$ cat config.mk
export PLATFORM = sky130hd
export DESIGN_NAME = fsm_symbol_tx
export DESIGN_NICKNAME = d
export VERILOG_FILES = /design/src/rtl/fsm_pkg.sv /design/src/rtl/fsm_det_model.sv /design/src/rtl/fsm_symbol_tx.sv
export SDC_FILE = /design/constraint.sdc
export NUM_CORES = 1
export LEC_CHECK = 0
export CAP_MARGIN = 20
export CORE_ASPECT_RATIO = 0.5
export CORE_UTILIZATION = 35
export CTS_BUF_LIST = sky130_fd_sc_hd__clkbuf_2
export CTS_CLUSTER_DIAMETER = 100
export DETAILED_ROUTE_END_ITERATION = 10
export MAX_ROUTING_LAYER = met4
export SYNTH_ARGS = -nofsm -noshare
export SYNTH_HDL_FRONTEND = slang
export SYNTH_SLANG_ARGS = --single-unit
$ cat constraint.sdc
create_clock -name clk -period 4.68 [get_ports clk]
set_clock_uncertainty 0.2 [all_clocks]
set_input_delay 0.702 -clock clk [delete_from_list [all_inputs] [get_ports clk]]
set_output_delay 0.702 -clock clk [all_outputs]
set_load 0.01 [all_outputs]
$ cat src/rtl/fsm_pkg.sv
// Shared encodings for the 2-bit symbol stream: detector states, symbol classes,
// symbol values and the transmitter FSM states.
package fsm_pkg;

    typedef logic [2:0] det_state_t;
    typedef logic [1:0] tx_state_t;

    localparam det_state_t DET_INIT = 3'd0;
    localparam det_state_t DET_A0   = 3'd1;
    localparam det_state_t DET_A1   = 3'd2;
    localparam det_state_t DET_OK0  = 3'd3;
    localparam det_state_t DET_OK1  = 3'd4;

    localparam logic CLS_LOW  = 1'b0;
    localparam logic CLS_HIGH = 1'b1;

    localparam logic [1:0] SYM_00 = 2'b00;
    localparam logic [1:0] SYM_01 = 2'b01;
    localparam logic [1:0] SYM_10 = 2'b10;
    localparam logic [1:0] SYM_11 = 2'b11;

    localparam tx_state_t TX_IDLE = 2'd0;
    localparam tx_state_t TX_SEND = 2'd1;
    localparam tx_state_t TX_GAP  = 2'd2;

    function automatic logic det_is_ok(det_state_t s);
        return (s == DET_OK0) || (s == DET_OK1);
    endfunction

endpackage

$ cat src/rtl/fsm_det_model.sv
// Combinational next-state/output function of the sequence detector; o_ok is the
// detector output in the state it moves to.
module fsm_det_model
    import fsm_pkg::*;
(
    input  logic [2:0] i_state,
    input  logic [1:0] i_sym,
    output logic [2:0] o_state,
    output logic       o_ok
);

    logic w_low;

    assign w_low = (i_sym[1] == CLS_LOW);

    always_comb begin
        o_state = DET_INIT;
        case (i_state)
            DET_INIT: o_state = w_low ? DET_A0  : DET_A1;
            DET_A0:   o_state = w_low ? DET_OK0 : DET_A1;
            DET_A1:   o_state = w_low ? DET_A0  : DET_OK1;
            DET_OK0:  o_state = w_low ? DET_OK0 : ((i_sym == SYM_11) ? DET_OK1 : DET_A1);
            DET_OK1:  o_state = w_low ? ((i_sym == SYM_00) ? DET_A0 : DET_OK0) : DET_OK1;
            default:  o_state = DET_INIT;
        endcase
    end

    assign o_ok = det_is_ok(o_state);

endmodule

$ cat src/rtl/fsm_symbol_tx.sv
// Burst symbol transmitter with a shadow copy of the sequence detector, so the
// detector's registered output can be predicted cycle-for-cycle.
module fsm_symbol_tx
    import fsm_pkg::*;
#(
    parameter int unsigned LEN_W   = 8,
    parameter int unsigned GAP_CYC = 1
) (
    input  logic             clk,
    input  logic             rstn,
    input  logic             i_cmd_valid,
    output logic             o_cmd_ready,
    input  logic             i_cmd_class,
    input  logic             i_cmd_mode,
    input  logic [LEN_W-1:0] i_cmd_len,
    output logic             o_sym_valid,
    input  logic             i_sym_ready,
    output logic [1:0]       o_sym,
    output logic             o_done,
    output logic             o_busy,
    input  logic             i_sync_clr,
    output logic             o_pred_ok,
    output logic [2:0]       o_pred_state
);

    localparam logic [LEN_W-1:0] LEN_ONE  = LEN_W'(1);
    localparam logic [3:0]       GAP_LAST = 4'(GAP_CYC - 1);

    tx_state_t        r_state;
    logic             r_live;
    logic             r_cls;
    logic             r_mode;
    logic [LEN_W-1:0] r_len;
    logic [LEN_W-1:0] r_idx;
    logic [3:0]       r_gap;
    logic             r_done;
    det_state_t       r_det;
    logic             r_pred_ok;

    logic       w_cmd_acc;
    logic       w_sym_acc;
    logic       w_last;
    det_state_t w_det_cur;
    det_state_t w_det_nxt;
    logic       w_det_ok;

    // r_live keeps ready low while reset is held and for the release cycle
    assign o_cmd_ready  = r_live && (r_state == TX_IDLE);
    assign o_sym_valid  = (r_state == TX_SEND);
    assign o_sym        = o_sym_valid ? {r_cls, r_mode & r_idx[0]} : SYM_00;
    assign o_busy       = (r_state != TX_IDLE);
    assign o_done       = r_done;
    assign o_pred_state = r_det;
    assign o_pred_ok    = r_pred_ok;

    assign w_cmd_acc = i_cmd_valid && o_cmd_ready;
    assign w_sym_acc = o_sym_valid && i_sym_ready;
    assign w_last    = (r_idx == r_len - LEN_ONE);

    always_ff @(posedge clk or negedge rstn) begin
        if (!rstn) begin
            r_state <= TX_IDLE;
            r_live  <= 1'b0;
            r_cls   <= CLS_LOW;
            r_mode  <= 1'b0;
            r_len   <= '0;
            r_idx   <= '0;
            r_gap   <= '0;
            r_done  <= 1'b0;
        end else begin
            r_live <= 1'b1;
            r_done <= 1'b0;
            case (r_state)
                TX_IDLE: begin
                    if (w_cmd_acc) begin
                        if (i_cmd_len == '0) begin
                            r_done <= 1'b1;
                        end else begin
                            r_cls   <= i_cmd_class;
                            r_mode  <= i_cmd_mode;
                            r_len   <= i_cmd_len;
                            r_idx   <= '0;
                            r_state <= TX_SEND;
                        end
                    end
                end
                TX_SEND: begin
                    if (w_sym_acc) begin
                        r_idx <= r_idx + LEN_ONE;
                        if (w_last) begin
                            r_done <= 1'b1;
                            if (GAP_CYC == 0) begin
                                r_state <= TX_IDLE;
                            end else begin
                                r_state <= TX_GAP;
                                r_gap   <= GAP_LAST;
                            end
                        end
                    end
                end
                TX_GAP: begin
                    if (r_gap == '0) begin
                        r_state <= TX_IDLE;
                    end else begin
                        r_gap <= r_gap - 4'd1;
                    end
                end
                default: r_state <= TX_IDLE;
            endcase
        end
    end

    // A clear coinciding with an accept restarts from INIT but still consumes the symbol
    assign w_det_cur = i_sync_clr ? DET_INIT : r_det;

    fsm_det_model u_det (
        .i_state (w_det_cur),
        .i_sym   (o_sym),
        .o_state (w_det_nxt),
        .o_ok    (w_det_ok)
    );

    always_ff @(posedge clk or negedge rstn) begin
        if (!rstn) begin
            r_det     <= DET_INIT;
            r_pred_ok <= 1'b0;
        end else if (w_sym_acc) begin
            r_det     <= w_det_nxt;
            r_pred_ok <= w_det_ok;
        end else if (i_sync_clr) begin
            r_det     <= DET_INIT;
            r_pred_ok <= 1'b0;
        end
    end

endmodule

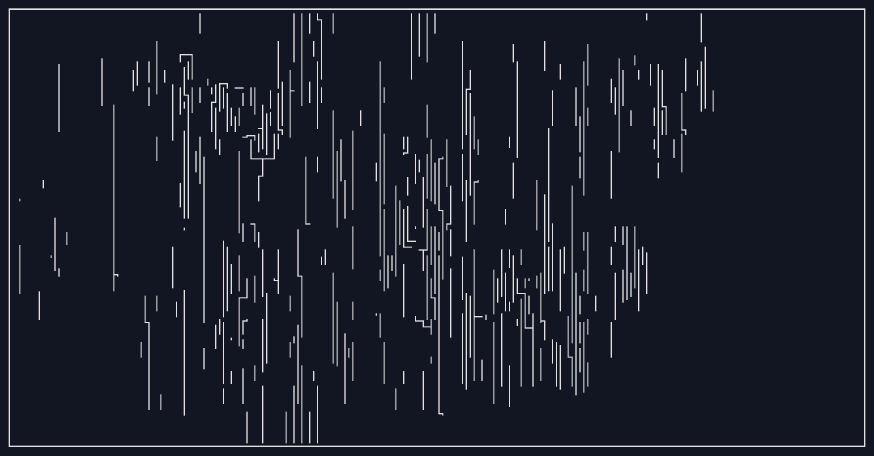
**Above:** run 1 (signal wires on met2).
longest straight run = 22.8 microns
share of all routed wire = 40%
main direction = vertical
nets with wire on the layer = 184
wire length on this layer = 1400 microns

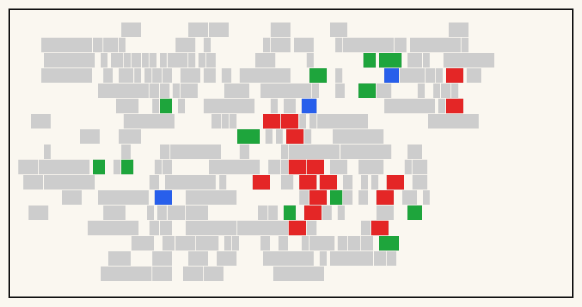
**Above:** run 1 (selected gate families).
green -> AND and OR gates  # cells 12
blue -> AND-OR and OR-AND gates  # cells 3
red -> XOR/XNOR gates  # cells 16

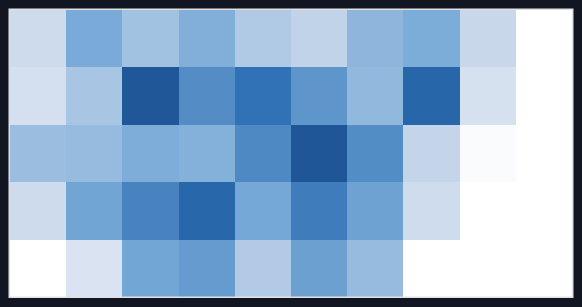
**Above:** run 1 (placement density heat map).
10 x 5 tiles, from white (low) to dark blue (high), 0 to 100% covered.
fullest tile = 85%
emptiest ninth of the die = bottom right
tiles over 75% full = 8.0%
mean over tiles = 38%
densest ninth of the die = middle
nearly empty tiles = 18%

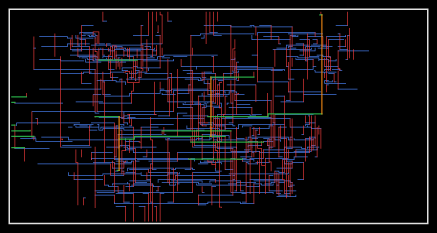
**Above:** run 1 (routed metal, one color a layer).
red -> met2  # wire length 1400 microns
orange -> met4  # wire length 51.0 microns
green -> met3  # wire length 144 microns
blue -> met1  # wire length 1900 microns

==> out/qor.json, run 1 <==
{
  "synthesis.yosys.warnings": {"value": 0},
  "ff_type": {"value": "dfrtp_1"},
  "worst_path_dominant_cell_family": {"value": "buffers and inverters"},
  "grt_overflow_total": {"value": 0},
  "hpwl": {"value": 2675, "unit": "microns"},
  "layout.core_utilization": {"value": 0.4470},
  "lay_top_cells": {"value": "30 x dfrtp_1, 25 x nand2_1, 24 x clkdlybuf4s50_1"},
  "report.final.slew_viol_count": {"value": 0},
  "route.final.wire_length": {"value": 3493, "unit": "microns"},
  "num_vias": {"value": 1337},
  "gr-usage-met2": {"value": 0.2272},
  "rsz0062_at_grt": {"value": "false"},
  "crit_cells": {"value": 3},
  "synth-edff-count": {"value": 0},
  "tritoncts": {"value": "done"},
  "worst_hold_path.endpoint": {"value": "r_mode$_DFFE_PN0P_"},
  "place.gp.congestion": {"value": 0.7795},
  "synth.ff_latch_count": {"value": 30},
  "timing.critical_path.to": {"value": "o_sym[0]"},
  "setup.worst_path.class": {"value": "reg2out"},
  "final-clk-cell-share": {"value": 0.01924},
  "floorplan.tapcells": {"value": 66},
  "met3_usage": {"value": 0.04104},
  "place_inst": {"value": 263},
  "p_comb": {"value": 0.000484, "unit": "W"},
  "reg2regPathDepth": {"value": 5},
  "avgViaCountPerCell": {"value": 4.934},
  "detail_route.first_pass.iterations": {"value": 4},
  "yosysChipArea": {"value": 1690, "unit": "sq um"},
  "bufAreaShareNonClock": {"value": 0.1229},
  "critical_path_peak_fanout": {"value": 6},
  "cts_resized": {"value": 0},
  "grt_most_used_layer": {"value": "met2"},
  "critPathCaptureType": {"value": "output pin"},
  "path_cells": {"value": "nor2b_2, and3_1, clkdlybuf4s50_1"},
  "synthMostInstantiatedCell": {"value": "dfrtp_1"},
  "post_synth_main_area_contributors": {"value": "dfrtp_1 44%, xor2_1 6.2%, nand2_1 5.6%"},
  "num_io_pins": {"value": 25},
  "die_h": {"value": 51.14, "unit": "microns"},
  "fin_ws": {"value": 1.912, "unit": "ns"},
  "stage_log_warnings": {"value": 26},
  "layout_worst_path_cycle_share": {"value": 0.5915},
  "mostFrequentLayoutCell": {"value": "dfrtp_1"},
  "rrSetupSlack": {"value": 2.35, "unit": "ns"},
  "timing.final.setup_violations": {"value": 0},
  "number_of_logic_gates": {"value": 135},
  "final-hold-violation-count": {"value": 0},
  "ctsHtreeMaxLevel": {"value": 2},
  "grt_start_max_net_pins": {"value": 31},
  "clk_path_buf_depth": {"value": 2},
  "power.switching_fraction": {"value": 0.4201},
  "place_area": {"value": 1977, "unit": "sq um"},
  "regToRegEndpoint": {"value": "r_len[7]$_DFFE_PN0P_"},
  "worstHoldPathCells": {"value": 1},
  "holdCritPathClass": {"value": "reg2reg"},
  "outcome": {"value": "complete, no violations"},
  "initial_core_util": {"value": 0.3749},
  "syn_avg_cell_area": {"value": 9.496, "unit": "sq um"},
  "post-place-ws": {"value": 2.039, "unit": "ns"},
  "power.density": {"value": 544.1, "unit": "nW/um^2"},
  "synth.top_cells.by_count": {"value": "30 x dfrtp_1, 25 x nand2_1, 16 x nor2_1"},
  "synth_area": {"value": 1690, "unit": "sq um"},
  "fillers": {"value": 448},
  "postCtsSetupRepairBufs": {"value": 0},
  "dominant_power_group": {"value": "registers"},
  "synth_cell_type_count": {"value": 45},
  "total_leakage_power": {"value": 0.8423, "unit": "nW"},
  "area.share.combinational": {"value": 0.4314},
  "cts_made_buffers": {"value": 5},
  "globalRouteTotalUtil": {"value": 0.1623},
  "switching_power": {"value": 0.0004607, "unit": "W"},
  "clk-power": {"value": 0.000128, "unit": "W"},
  "numPortBuffers": {"value": 24},
  "synth-simple-area-share": {"value": 0.2317},
  "worst_case_hold_slack": {"value": 0.3441, "unit": "ns"},
  "non_clock_buffer_count": {"value": 25},
  "post_synth_seq_share": {"value": 0.4441},
  "clock-sinks": {"value": 30},
  "crit_required": {"value": 3.78, "unit": "ns"},
  "grt_pass1_vias": {"value": 1291},
  "worstPathArrival": {"value": 1.87, "unit": "ns"},
  "tightest_slew": {"value": 0.7888, "unit": "ns"},
  "path_clk_slew": {"value": 0.16, "unit": "ns"},
  "area_growth_syn_to_layout": {"value": 19.24, "unit": "%"},
  "top_signal_layer_used": {"value": "met4"},
  "yosys.area_share.adder": {"value": 0.02221},
  "synth.top_cell.area_share": {"value": 0.4441},
  "ys_sh_aoi": {"value": 0.1288},
  "proportion_of_synthesized_flip_flops_having_asynchronous_set_or_reset": {"value": 1.000},
  "final.setup.tns": {"value": 0, "unit": "ns"},
  "cells_in_synth_stat_txt": {"value": 178},
  "clk-insertion-delay-late": {"value": 0.37, "unit": "ns"},
  "synthDominantAreaCellType": {"value": "dfrtp_1"},
  "non_filler_instance_count_after_layout": {"value": 271},
  "register_area": {"value": 750.7, "unit": "sq um"},
  "post_detailed_route_drc_marker_count": {"value": 0},
  "post_synthesis_share_of_cell_area_spent_on_xor_and_xnor_gates": {"value": 0.08290},
  "seq_cell_count": {"value": 30},
  "post-route-min-period": {"value": 2.768, "unit": "ns"},
  "grt_first_pass_wirelength": {"value": 6065, "unit": "microns"},
  "final_nets": {"value": 222},
  "dieArea": {"value": 5128, "unit": "sq um"},
  "pwr-share-comb": {"value": 0.441},
  "power.sequential.total": {"value": 0.000485, "unit": "W"},
  "number_of_nets_at_floorplan": {"value": 196},
  "cts_hold_buf": {"value": 0}
}
==> inputs of run 2 (changes only) <==
==> constraint.sdc (replaced) <==
create_clock -name clk -period 2.9 [get_ports clk]
set_clock_uncertainty 0.2 [all_clocks]
set_input_delay 0.435 -clock clk [delete_from_list [all_inputs] [get_ports clk]]
set_output_delay 0.435 -clock clk [all_outputs]
set_load 0.01 [all_outputs]
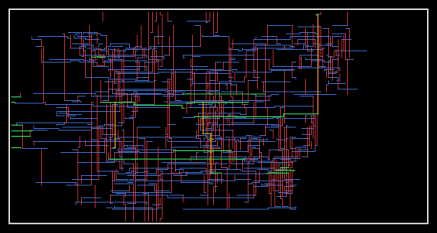
**Above:** run 2 (routed metal, one color a layer).
blue -> met1  # wire length 1890 microns
green -> met3  # wire length 170 microns
red -> met2  # wire length 1520 microns
orange -> met4  # wire length 51.7 microns

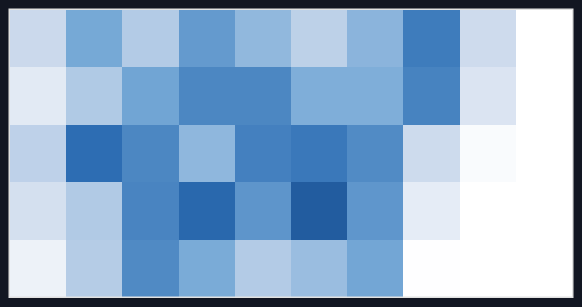
**Above:** run 2 (placement density heat map).
10 x 5 tiles, from white (low) to dark blue (high), 0 to 100% covered.
mean over tiles = 38%
tiles over 75% full = 6.0%
nearly empty tiles = 16%
fullest tile = 82%
emptiest ninth of the die = bottom right

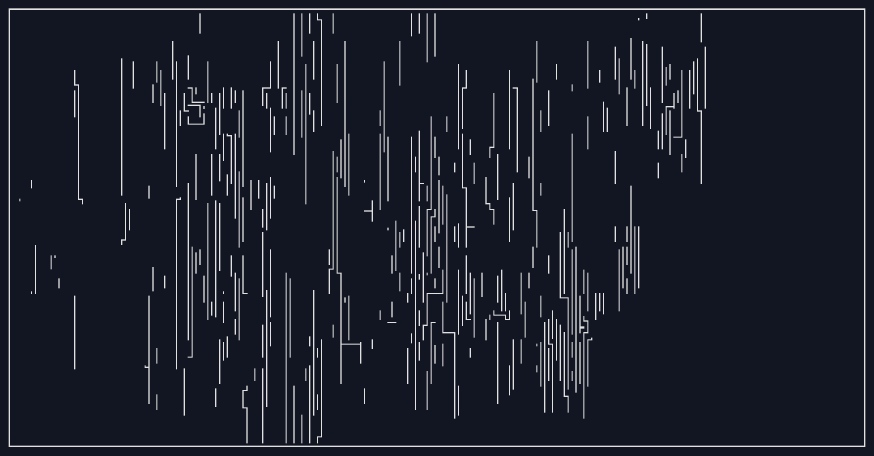
**Above:** run 2 (signal wires on met2).
main direction = vertical
nets with wire on the layer = 195
wire length on this layer = 1520 microns
longest straight run = 22.1 microns

==> out/qor.json, run 2 <==
{
  "internal-power": {"value": 0.001033, "unit": "W"},
  "tightest_slew": {"value": 0.8440, "unit": "ns"},
  "fillers": {"value": 450},
  "yosysChipArea": {"value": 1690, "unit": "sq um"},
  "total_leakage_power": {"value": 0.8476, "unit": "nW"},
  "clock_buffers": {"value": 6},
  "critical_path_peak_fanout": {"value": 6},
  "layout_worst_path_cycle_share": {"value": 0.8653},
  "num_vias": {"value": 1368},
  "cts_resized": {"value": 0},
  "post_synthesis_share_of_cell_area_spent_on_xor_and_xnor_gates": {"value": 0.08290},
  "clk-power": {"value": 0.000207, "unit": "W"},
  "seq_cell_count": {"value": 30},
  "worst_case_hold_slack": {"value": 0.2342, "unit": "ns"},
  "critPathSlowestCell": {"value": "clkdlybuf4s50_1"},
  "avgViaCountPerCell": {"value": 5.029},
  "met3_usage": {"value": 0.04104},
  "rrSetupSlack": {"value": 0.59, "unit": "ns"},
  "final.setup.tns": {"value": 0, "unit": "ns"},
  "synth-simple-area-share": {"value": 0.2317},
  "dominant_power_group": {"value": "combinational logic"},
  "worstPathArrival": {"value": 1.87, "unit": "ns"},
  "share_seq_of_total_power": {"value": 0.438},
  "path_cells": {"value": "nor2b_2, and3_1, clkdlybuf4s50_1"},
  "critPathCaptureType": {"value": "output pin"},
  "layout.core_utilization": {"value": 0.4487},
  "post_detailed_route_drc_marker_count": {"value": 0},
  "post-route-min-period": {"value": 2.509, "unit": "ns"},
  "sh_seq_area": {"value": 0.3711},
  "synth.top_cells.by_count": {"value": "30 x dfrtp_1, 25 x nand2_1, 16 x nor2_1"},
  "top_signal_layer_used": {"value": "met4"},
  "timing.critical_path.to": {"value": "o_sym[0]"},
  "yosys-dominant-comb-family": {"value": "simple AND/OR/NAND/NOR gates"},
  "cts_made_buffers": {"value": 5},
  "route.final.wire_length": {"value": 3635, "unit": "microns"},
  "synthMostInstantiatedCell": {"value": "dfrtp_1"},
  "worstReg2RegStart": {"value": "r_state[1]$_DFFE_PN0P_"},
  "hpwl": {"value": 2808, "unit": "microns"},
  "reg_top3": {"value": "r_idx: 8 flops, r_len: 8 flops, r_gap: 4 flops"},
  "synth.top_cell.area_share": {"value": 0.4441},
  "post_synth_seq_share": {"value": 0.4441},
  "crit_required": {"value": 2.27, "unit": "ns"},
  "number_of_logic_gates": {"value": 135},
  "synth_area": {"value": 1690, "unit": "sq um"},
  "number_of_nets_at_floorplan": {"value": 196},
  "cts_hold_buf": {"value": 0},
  "outcome": {"value": "complete, no violations"},
  "nNonClkInverters": {"value": 7},
  "report.final.slew_viol_count": {"value": 0},
  "reg2regPathDepth": {"value": 5},
  "grt_start_max_net_pins": {"value": 31},
  "p_comb": {"value": 0.000796, "unit": "W"},
  "syn_avg_cell_area": {"value": 9.496, "unit": "sq um"},
  "detail_route.first_pass.iterations": {"value": 4},
  "initial_core_util": {"value": 0.3749},
  "dr_wl_met3": {"value": 169, "unit": "microns"},
  "postCtsSetupRepairBufs": {"value": 0},
  "die_h": {"value": 51.14, "unit": "microns"},
  "ctsRootBufferMaster": {"value": "clkbuf_2"},
  "cells_in_synth_stat_txt": {"value": 178},
  "place.gp.congestion": {"value": 0.7753},
  "crit_cells": {"value": 3},
  "switching_power": {"value": 0.0007527, "unit": "W"},
  "regToRegEndpoint": {"value": "r_len[7]$_DFFE_PN0P_"},
  "lay_top_cells": {"value": "30 x dfrtp_1, 25 x nand2_1, 24 x clkdlybuf4s50_1"},
  "cp-startpoint": {"value": "r_state[1]$_DFFE_PN0P_"},
  "tritoncts": {"value": "done"},
  "final_nets": {"value": 223},
  "place_area": {"value": 1984, "unit": "sq um"},
  "grt_overflow_total": {"value": 0},
  "non_clock_buffer_count": {"value": 26},
  "post_synth_main_area_contributors": {"value": "dfrtp_1 44%, xor2_1 6.2%, nand2_1 5.6%"},
  "fin_ws": {"value": 0.3907, "unit": "ns"},
  "combGateArea": {"value": 869.6, "unit": "sq um"},
  "register_area": {"value": 750.7, "unit": "sq um"},
  "max_slew_margin": {"value": 0.4374},
  "post_route_cells_drive_above_1_share": {"value": 0.1117},
  "synthDominantAreaCellType": {"value": "dfrtp_1"},
  "floorplan.tapcells": {"value": 66},
  "dieArea": {"value": 5128, "unit": "sq um"},
  "area.share.combinational": {"value": 0.4298},
  "bufAreaShareNonClock": {"value": 0.1262},
  "clk-insertion-delay-late": {"value": 0.37, "unit": "ns"},
  "power.sequential.total": {"value": 0.000782, "unit": "W"},
  "grt_pass1_vias": {"value": 1318},
  "stage_log_warnings": {"value": 26},
  "clk_path_buf_depth": {"value": 2},
  "holdCritPathClass": {"value": "in2async"},
  "gr-usage-met2": {"value": 0.2409},
  "clock-sinks": {"value": 30},
  "yosys.area_share.adder": {"value": 0.02221},
  "non_filler_instance_count_after_layout": {"value": 272},
  "worst_path_dominant_cell_family": {"value": "buffers and inverters"},
  "fp.dieW": {"value": 100.3, "unit": "microns"},
  "place_inst": {"value": 264},
  "proportion_of_synthesized_flip_flops_having_asynchronous_set_or_reset": {"value": 1.000},
  "synth_cell_type_count": {"value": 45},
  "rsz0062_at_grt": {"value": "false"},
  "syn-instance-count": {"value": 178},
  "std_cell_rows": {"value": 17},
  "power.density": {"value": 882.7, "unit": "nW/um^2"},
  "numPortBuffers": {"value": 24},
  "final-hold-violation-count": {"value": 0},
  "critical_path.max_stage_delay": {"value": 0.55, "unit": "ns"},
  "ctsHtreeMaxLevel": {"value": 2},
  "path_clk_slew": {"value": 0.16, "unit": "ns"},
  "synth-edff-count": {"value": 0},
  "grt_most_used_layer": {"value": "met2"},
  "coreArea": {"value": 4509, "unit": "sq um"},
  "timing.final.setup_violations": {"value": 0},
  "grtUsageMet1": {"value": 0.2270},
  "initialDrtViolationCount": {"value": 110},
  "clock.fmax": {"value": 398.5, "unit": "MHz"},
  "final-clk-cell-share": {"value": 0.01917},
  "synth.ff_latch_count": {"value": 30},
  "mostFrequentLayoutCell": {"value": "dfrtp_1"},
  "power.switching_fraction": {"value": 0.4215},
  "ys_sh_aoi": {"value": 0.1288},
  "globalRouteTotalUtil": {"value": 0.1661},
  "setup.worst_path.class": {"value": "reg2out"},
  "grt_antenna_before_repair": {"value": 0},
  "pwr-share-comb": {"value": 0.446},
  "ff_type": {"value": "dfrtp_1"},
  "synthesis.yosys.warnings": {"value": 0},
  "biggestCellCategory": {"value": "logic gates"},
  "post-place-ws": {"value": 0.5113, "unit": "ns"},
  "num_io_pins": {"value": 25},
  "grt_first_pass_wirelength": {"value": 6168, "unit": "microns"},
  "area_growth_syn_to_layout": {"value": 19.69, "unit": "%"}
}
Power figures rest on the tool's default switching activity, not on a simulated workload.
